**Placed standard cells**

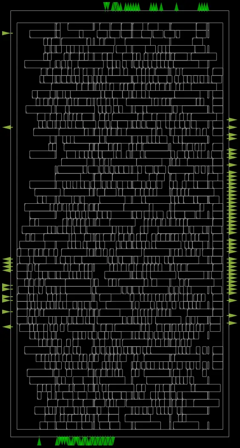
**Register map, names as in the netlist**

Bar = 20 um. Other sequential cells in the stronger grey, the rest of the logic in the fainter grey.
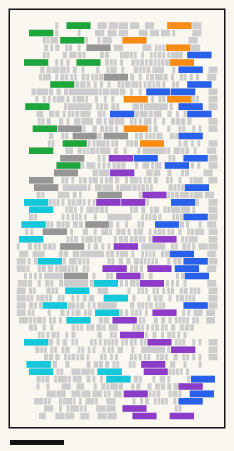
**Cell density map**

8 x 15 tiles, from white (low) to dark blue (high), 0 to 100% covered.
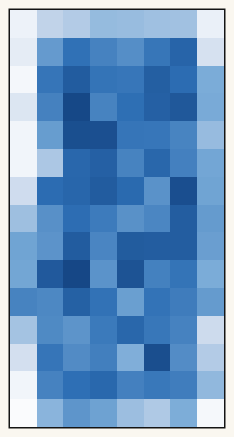
**The metal 3 layer**

Bar = 20 um.
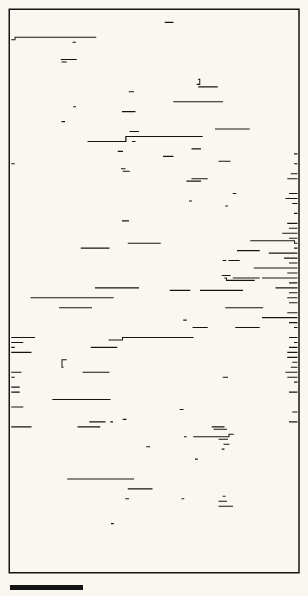
**Placement by cell class**

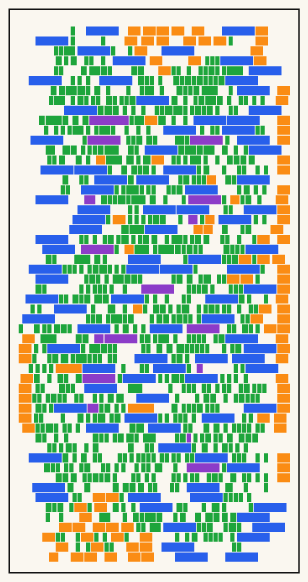
`src/rtl/psram_tester.sv`:
```
// Built-in self test for a QPI PSRAM driver: writes a deterministic pattern,
// reads it back, and reports mismatches, the first failing address and timeouts.
module psram_tester #(
    parameter int          NUM_WORDS = 16,
    parameter logic [23:0] BASE_ADDR = 24'h000000,
    parameter logic [23:0] ADDR_STEP = 24'd2,
    parameter logic [15:0] SEED      = 16'hA5C3,
    parameter int          TIMEOUT   = 1024
) (
    input  logic        mem_clk,
    input  logic        rst_n,
    input  logic        start,
    input  logic        qpi_on,
    input  logic        psram_done,
    input  logic [15:0] psram_rdata,
    output logic [23:0] psram_address,
    output logic        psram_read,
    output logic        psram_write,
    output logic [15:0] psram_wdata,
    output logic        busy,
    output logic        done,
    output logic        pass,
    output logic        timeout,
    output logic [7:0]  err_count,
    output logic [23:0] fail_addr
);

    localparam logic [2:0] S_IDLE   = 3'd0;
    localparam logic [2:0] S_WR_REQ = 3'd1;
    localparam logic [2:0] S_WR_GAP = 3'd2;
    localparam logic [2:0] S_RD_REQ = 3'd3;
    localparam logic [2:0] S_RD_GAP = 3'd4;
    localparam logic [2:0] S_FINISH = 3'd5;

    localparam int             TW       = $clog2(TIMEOUT + 1);
    localparam logic [TW-1:0]  TMO_LAST = TW'(TIMEOUT - 1);
    localparam logic [7:0]     LAST_IDX = 8'(NUM_WORDS - 1);
    localparam logic [15:0]    PAT_STEP = 16'h0101;

    logic [2:0]    state_q, state_d;
    logic [7:0]    idx_q, idx_d;
    logic          gap_q, gap_d;
    logic [TW-1:0] tmo_q, tmo_d;
    logic [23:0]   addr_q, addr_d;
    logic [15:0]   pat_q, pat_d;
    logic          pass_q, pass_d;
    logic          timeout_q, timeout_d;
    logic [7:0]    err_q, err_d;
    logic [23:0]   fail_q, fail_d;

    // Address and pattern are kept as running sums so no multiplier is needed.
    always_comb begin
        state_d   = state_q;
        idx_d     = idx_q;
        gap_d     = gap_q;
        tmo_d     = tmo_q;
        addr_d    = addr_q;
        pat_d     = pat_q;
        pass_d    = pass_q;
        timeout_d = timeout_q;
        err_d     = err_q;
        fail_d    = fail_q;

        case (state_q)
            S_IDLE: begin
                if (start && qpi_on) begin
                    state_d   = S_WR_REQ;
                    idx_d     = 8'd0;
                    gap_d     = 1'b0;
                    tmo_d     = '0;
                    addr_d    = BASE_ADDR;
                    pat_d     = SEED;
                    pass_d    = 1'b0;
                    timeout_d = 1'b0;
                    err_d     = 8'd0;
                    fail_d    = 24'd0;
                end
            end

            S_WR_REQ: begin
                if (psram_done) begin
                    state_d = S_WR_GAP;
                    gap_d   = 1'b0;
                end else if (tmo_q == TMO_LAST) begin
                    state_d   = S_FINISH;
                    timeout_d = 1'b1;
                    pass_d    = 1'b0;
                end else begin
                    tmo_d = tmo_q + 1'b1;
                end
            end

            S_WR_GAP: begin
                if (!gap_q) begin
                    gap_d = 1'b1;
                end else begin
                    tmo_d = '0;
                    if (idx_q == LAST_IDX) begin
                        state_d = S_RD_REQ;
                        idx_d   = 8'd0;
                        addr_d  = BASE_ADDR;
                        pat_d   = SEED;
                    end else begin
                        state_d = S_WR_REQ;
                        idx_d   = idx_q + 8'd1;
                        addr_d  = addr_q + ADDR_STEP;
                        pat_d   = pat_q + PAT_STEP;
                    end
                end
            end

            S_RD_REQ: begin
                if (psram_done) begin
                    state_d = S_RD_GAP;
                    gap_d   = 1'b0;
                    // err_q can never wrap back to zero, so zero means no earlier mismatch.
                    if (psram_rdata != pat_q) begin
                        if (err_q != 8'hFF) begin
                            err_d = err_q + 8'd1;
                        end
                        if (err_q == 8'd0) begin
                            fail_d = addr_q;
                        end
                    end
                end else if (tmo_q == TMO_LAST) begin
                    state_d   = S_FINISH;
                    timeout_d = 1'b1;
                    pass_d    = 1'b0;
                end else begin
                    tmo_d = tmo_q + 1'b1;
                end
            end

            S_RD_GAP: begin
                if (!gap_q) begin
                    gap_d = 1'b1;
                end else if (idx_q == LAST_IDX) begin
                    state_d = S_FINISH;
                end else begin
                    state_d = S_RD_REQ;
                    tmo_d   = '0;
                    idx_d   = idx_q + 8'd1;
                    addr_d  = addr_q + ADDR_STEP;
                    pat_d   = pat_q + PAT_STEP;
                end
            end

            S_FINISH: begin
                state_d = S_IDLE;
                pass_d  = (err_q == 8'd0) && !timeout_q;
            end

            default: begin
                state_d = S_IDLE;
            end
        endcase
    end

    always_ff @(posedge mem_clk or negedge rst_n) begin
        if (!rst_n) begin
            state_q   <= S_IDLE;
            idx_q     <= 8'd0;
            gap_q     <= 1'b0;
            tmo_q     <= '0;
            addr_q    <= 24'd0;
            pat_q     <= 16'd0;
            pass_q    <= 1'b0;
            timeout_q <= 1'b0;
            err_q     <= 8'd0;
            fail_q    <= 24'd0;
        end else begin
            state_q   <= state_d;
            idx_q     <= idx_d;
            gap_q     <= gap_d;
            tmo_q     <= tmo_d;
            addr_q    <= addr_d;
            pat_q     <= pat_d;
            pass_q    <= pass_d;
            timeout_q <= timeout_d;
            err_q     <= err_d;
            fail_q    <= fail_d;
        end
    end

    // Requests decode straight from the state so reset clears them without waiting for a clock.
    assign psram_write   = (state_q == S_WR_REQ);
    assign psram_read    = (state_q == S_RD_REQ);
    assign psram_address = (psram_write || psram_read) ? addr_q : 24'd0;
    assign psram_wdata   = psram_write ? pat_q : 16'd0;
    assign busy          = (state_q != S_IDLE);
    assign done          = (state_q == S_FINISH);
    assign pass          = pass_q;
    assign timeout       = timeout_q;
    assign err_count     = err_q;
    assign fail_addr     = fail_q;

endmodule
```
`config.mk`:
```
export PLATFORM = sky130hd
export DESIGN_NAME = psram_tester
export DESIGN_NICKNAME = d
export VERILOG_FILES = /design/src/rtl/psram_tester.sv
export SDC_FILE = /design/constraint.sdc
export NUM_CORES = 1
export LEC_CHECK = 0
export ABC_AREA = 1
export ABC_CLOCK_PERIOD_IN_PS = 3300
export CORE_AREA = 2 2 77 152
export CTS_CLUSTER_DIAMETER = 50
export CTS_CLUSTER_SIZE = 12
export DETAILED_ROUTE_END_ITERATION = 8
export DIE_AREA = 0 0 79 154
export PLACE_DENSITY = 0.79
export SETUP_SLACK_MARGIN = 0.1
export SLEW_MARGIN = 30
export SYNTH_ARGS = -nofsm -noshare
export SYNTH_HDL_FRONTEND = slang
export SYNTH_SLANG_ARGS = --single-unit
export TNS_END_PERCENT = 20
```
`constraint.sdc`:
```
create_clock -name mem_clk -period 3.3 [get_ports mem_clk]
set_input_delay 0.66 -clock mem_clk [delete_from_list [all_inputs] [get_ports mem_clk]]
set_output_delay 0.66 -clock mem_clk [all_outputs]
set_load 0.01 [all_outputs]
```
==> run notes <==
Implementation summary

The flow ran to the end, and the final reports show no timing, DRC or antenna violations. During I/O placement, the number of pins put on the boundary was 99. The post-synthesis cell type with the largest instance count is sky130_fd_sc_hd__nand2_1. According to the dpl log, the detail-placed design has an HPWL of around 12 mm. The last weighted congestion value of the routability-driven placer is 0.904. The global-route wire length before repair is approximately 27 mm. The final layout contains about 1000 nets.

The register bit count reported by yosys is around 96. The share of power burned in the clock network is 22.3%. In the final report, the number of endpoints failing setup comes to 0. The routed length on met1 is roughly 5.9 mm. The critical path in this run is classified as flop to output pin.

The total cell area reported by yosys after synthesis is 5920 sq um. The share of the synthesized area in the top cell type is about two fifths. The tool warning count for the run is 27. The total of max-cap violations is 0. The synthesis report names the predominant flop master as sky130_fd_sc_hd__dfrtp_1. Per the detail_route report, vias per standard cell equal approximately 5.3. Per the cell usage report, the commonest logic cells after layout are sky130_fd_sc_hd__nand2_1 (271), sky130_fd_sc_hd__nor2_1 (158), sky130_fd_sc_hd__nand3_1 (100), sky130_fd_sc_hd__dfrtp_1 (96), sky130_fd_sc_hd__clkdlybuf4s50_1 (96). In the final layout, the share of cells above drive strength 1 is 4.69%. Per the post-synthesis report, the number of cells in the design is around 890. The worst clock skew is 11.2 ps. The number of clock sinks came to 96. The largest net degree at the start of global routing is roughly 56. The global route stage reports its total congestion overflow as 0. The leakage power of the design is 3.50 nW. The internal power consumption is 2.61 mW. Global routing used 50.7% of the available met2 tracks. The clock distribution power is ~1.1 mW.

The clock latency on the worst-skew pair is 350 ps. Before antenna repair, the detailed router went through 5 iterations. The clock tree from TritonCTS is built. Sorting the synthesized cells by area gives the leading types as sky130_fd_sc_hd__dfrtp_1 (41%), sky130_fd_sc_hd__nand2_1 (17%), sky130_fd_sc_hd__nor2_1 (10%), sky130_fd_sc_hd__nand3_1 (8.5%), sky130_fd_sc_hd__inv_1 (5.6%).

In the Yosys stats the netlist draws on 33 distinct library cells. The final timing report lists a hold violation count of 0. The flow reports that sequential cells draw 30.2% of the design power. The commonest cells after synthesis are sky130_fd_sc_hd__nand2_1 (271), sky130_fd_sc_hd__nor2_1 (158), sky130_fd_sc_hd__nand3_1 (100), sky130_fd_sc_hd__dfrtp_1 (96), sky130_fd_sc_hd__inv_1 (88).

The clock buffer count from CTS is 9. After detailed placement, the total cell area comes to 7010 sq um. After layout, the design draws a total of 4.80 mW.

The number of port buffers is 97. The routed wire length on met3 is ~530 um. The antenna cell count is 0.

The CTS clock-pin slew for the worst setup and hold paths is 70 ps. The switching power is 2.19 mW. The setup TNS is 0 ps. Combinational cells consume a total of 2.28 mW. In the Yosys report the total cell count is 887.

The routed design uses between 8 and 9 mm of met2 wire. The worst hold path belongs to the class input port to async pin. The pre-CTS setup slack is around 720 ps. Dividing total power by cell area gives a power density of 656 nW/um^2.

The endpoint class of the critical path is an output pin. The worst supply voltage drop on vdd is 467 uV. The clock root buffer is sky130_fd_sc_hd__clkbuf_16. The number of nets handed over by synthesis was between 900 and 1000. The post-detailed-route DRC marker count is 0. The net switching fraction of the power is 45.6%.

The die covers approximately 12000 sq um. In this build the clock could be raised as far as 340 MHz. Routing resource usage on met1 recorded by global route was between 20% and 30%. The number of levels in the clock H-tree is 3. The vertical die dimension reported for this design is 154 um.

Global routing used between 20% and 30% of the available tracks across all layers. The relative contribution of combinational cells to total power is between 40% and 50%. Warnings reported by Yosys during synthesis add up to 0. The via count of the first global-routing pass came to 5749. The uppermost layer routed is met4. The growth of design area from synthesis to finish is 23.5%. The final-report max-slew violation count is 0. STA classifies the critical path startpoint as a flop. The final routed wire length divided by cell count is 14.2 um. The total standard cell area after synthesis is 5920 sq um. Per the placement report, the placed cell count is 1104. The largest power group is combinational cells. The post-CTS setup-driven buffer insertion count is 0. For this run, asynchronously set or reset flops after synthesis account for 100%. For this design, the CTS-stage hold fixing added 0 buffers.

The critical-path maximum fanout is 16. The number of gates resized after CTS was 0. The count of nets left with antenna violations once routing finished came out at 0.
Notes on 'placed standard cells' above:
Std-Cell Core Area: 10900 sq um
number of fill cells: 1022
number of standard-cell rows in the floorplan: 54
final cell count without fillers: 1120
flop share of the area: 32.9%

Notes on 'register map, names as in the netlist' above:
Key: cyan = pat_q [placed flops 16]; purple = addr_q [placed flops 23]; orange = err_count [placed flops 8, where north-east]; green = tmo_q [placed flops 11, where north-west]; blue = fail_addr [placed flops 24]
Another 14 sequential cells are not coloured.
sequential cell area: 2400 sq um
total sequential power: 1.45 mW
final core occ: 66.8%

Notes on 'cell density map' above:
The fullest tile reaches 91%. The densest ninth of the die: centre. The mean over all tiles is 59%. 25% of the tiles are over 75% full. The emptiest ninth of the die: north-west.
floorplan-stage core utilization: 54.0%

Notes on 'the metal 3 layer' above:
The longest straight run is 22.5 um. The layer carries 532 um of wire. 96 nets have wire on it. The wires run mostly horizontal. The layer holds 3.3% of the routed length.
met3 track demand over resource in global routing: 3.52%
via count of the routed design: 5972
final wirelength: 15.9 mm

Notes on 'placement by cell class' above:
Key: orange = other buffers and delay cells [cells 107]; blue = flip-flops [cells 96]; green = all other logic [cells 761]; purple = clock drivers and dummy loads [cells 16]
final cell area excluding filler cells: 7310 sq um

## kinds of logic (layout without fill, tap and decap cells)
family	Yosys count	after routing	synth area share [%]
AOI/OAI and AO/OA	53	53	4.59
xor gates and xnor gates	19	19	2.81
adders and majority gates	6	6	1.27
buffers and inverters	125	218	8.65
DFF	96	96	40.6
other	1	1	0.0634
and+or+nand+nor	587	587	42.0
## path summary, 6_finish.rpt
| check | end | cells after the start | startpoint | slack (ps) |
|---|---|---|---|---|
| worst max-delay path | psram_wdata[1] | 7 | state_q[0] | 360 |
| worst min-delay path | pat_q[7] | 1 | rst_n | 300 |
| worst max register to register | addr_q[22] | 10 | state_q[1] | 990 |
| worst min register to register | fail_addr[4] | 2 | fail_addr[4] | 470 |
| max in group asynchronous | addr_q[1] | 2 | rst_n | 2290 |
| min in group mem_clk | fail_addr[4] | 2 | fail_addr[4] | 470 |
## registers in the layout (all words and copies together) (netlist names)
register,flops
idx_q,8
timeout,1
pat_q,16
fail_addr,24
tmo_q,11
addr_q,23
pass,1
err_count,8
gap_q,1
state_q,3
## critical path: stages (launching register included)
cell and delay, ps:
sky130_fd_sc_hd__dfrtp_1 410, sky130_fd_sc_hd__inv_2 90, sky130_fd_sc_hd__nor2_4 190, sky130_fd_sc_hd__clkinv_1 110, sky130_fd_sc_hd__nor2_1 150, sky130_fd_sc_hd__inv_1 250, sky130_fd_sc_hd__nor2_1 170, sky130_fd_sc_hd__clkdlybuf4s50_1 550
## layout make-up
cell class	count	area [sq um]	area share [%]
multi-input cells	666	3010	41.1
flip-flops and latches	96	2400	32.9
repair buffers	107	1070	14.6
inverters	95	359	4.91
clock buffers	10	229	3.13
well taps	140	175	2.40
clock inverters	6	67.6	0.924
Power is estimated from default activity; no workload was simulated.
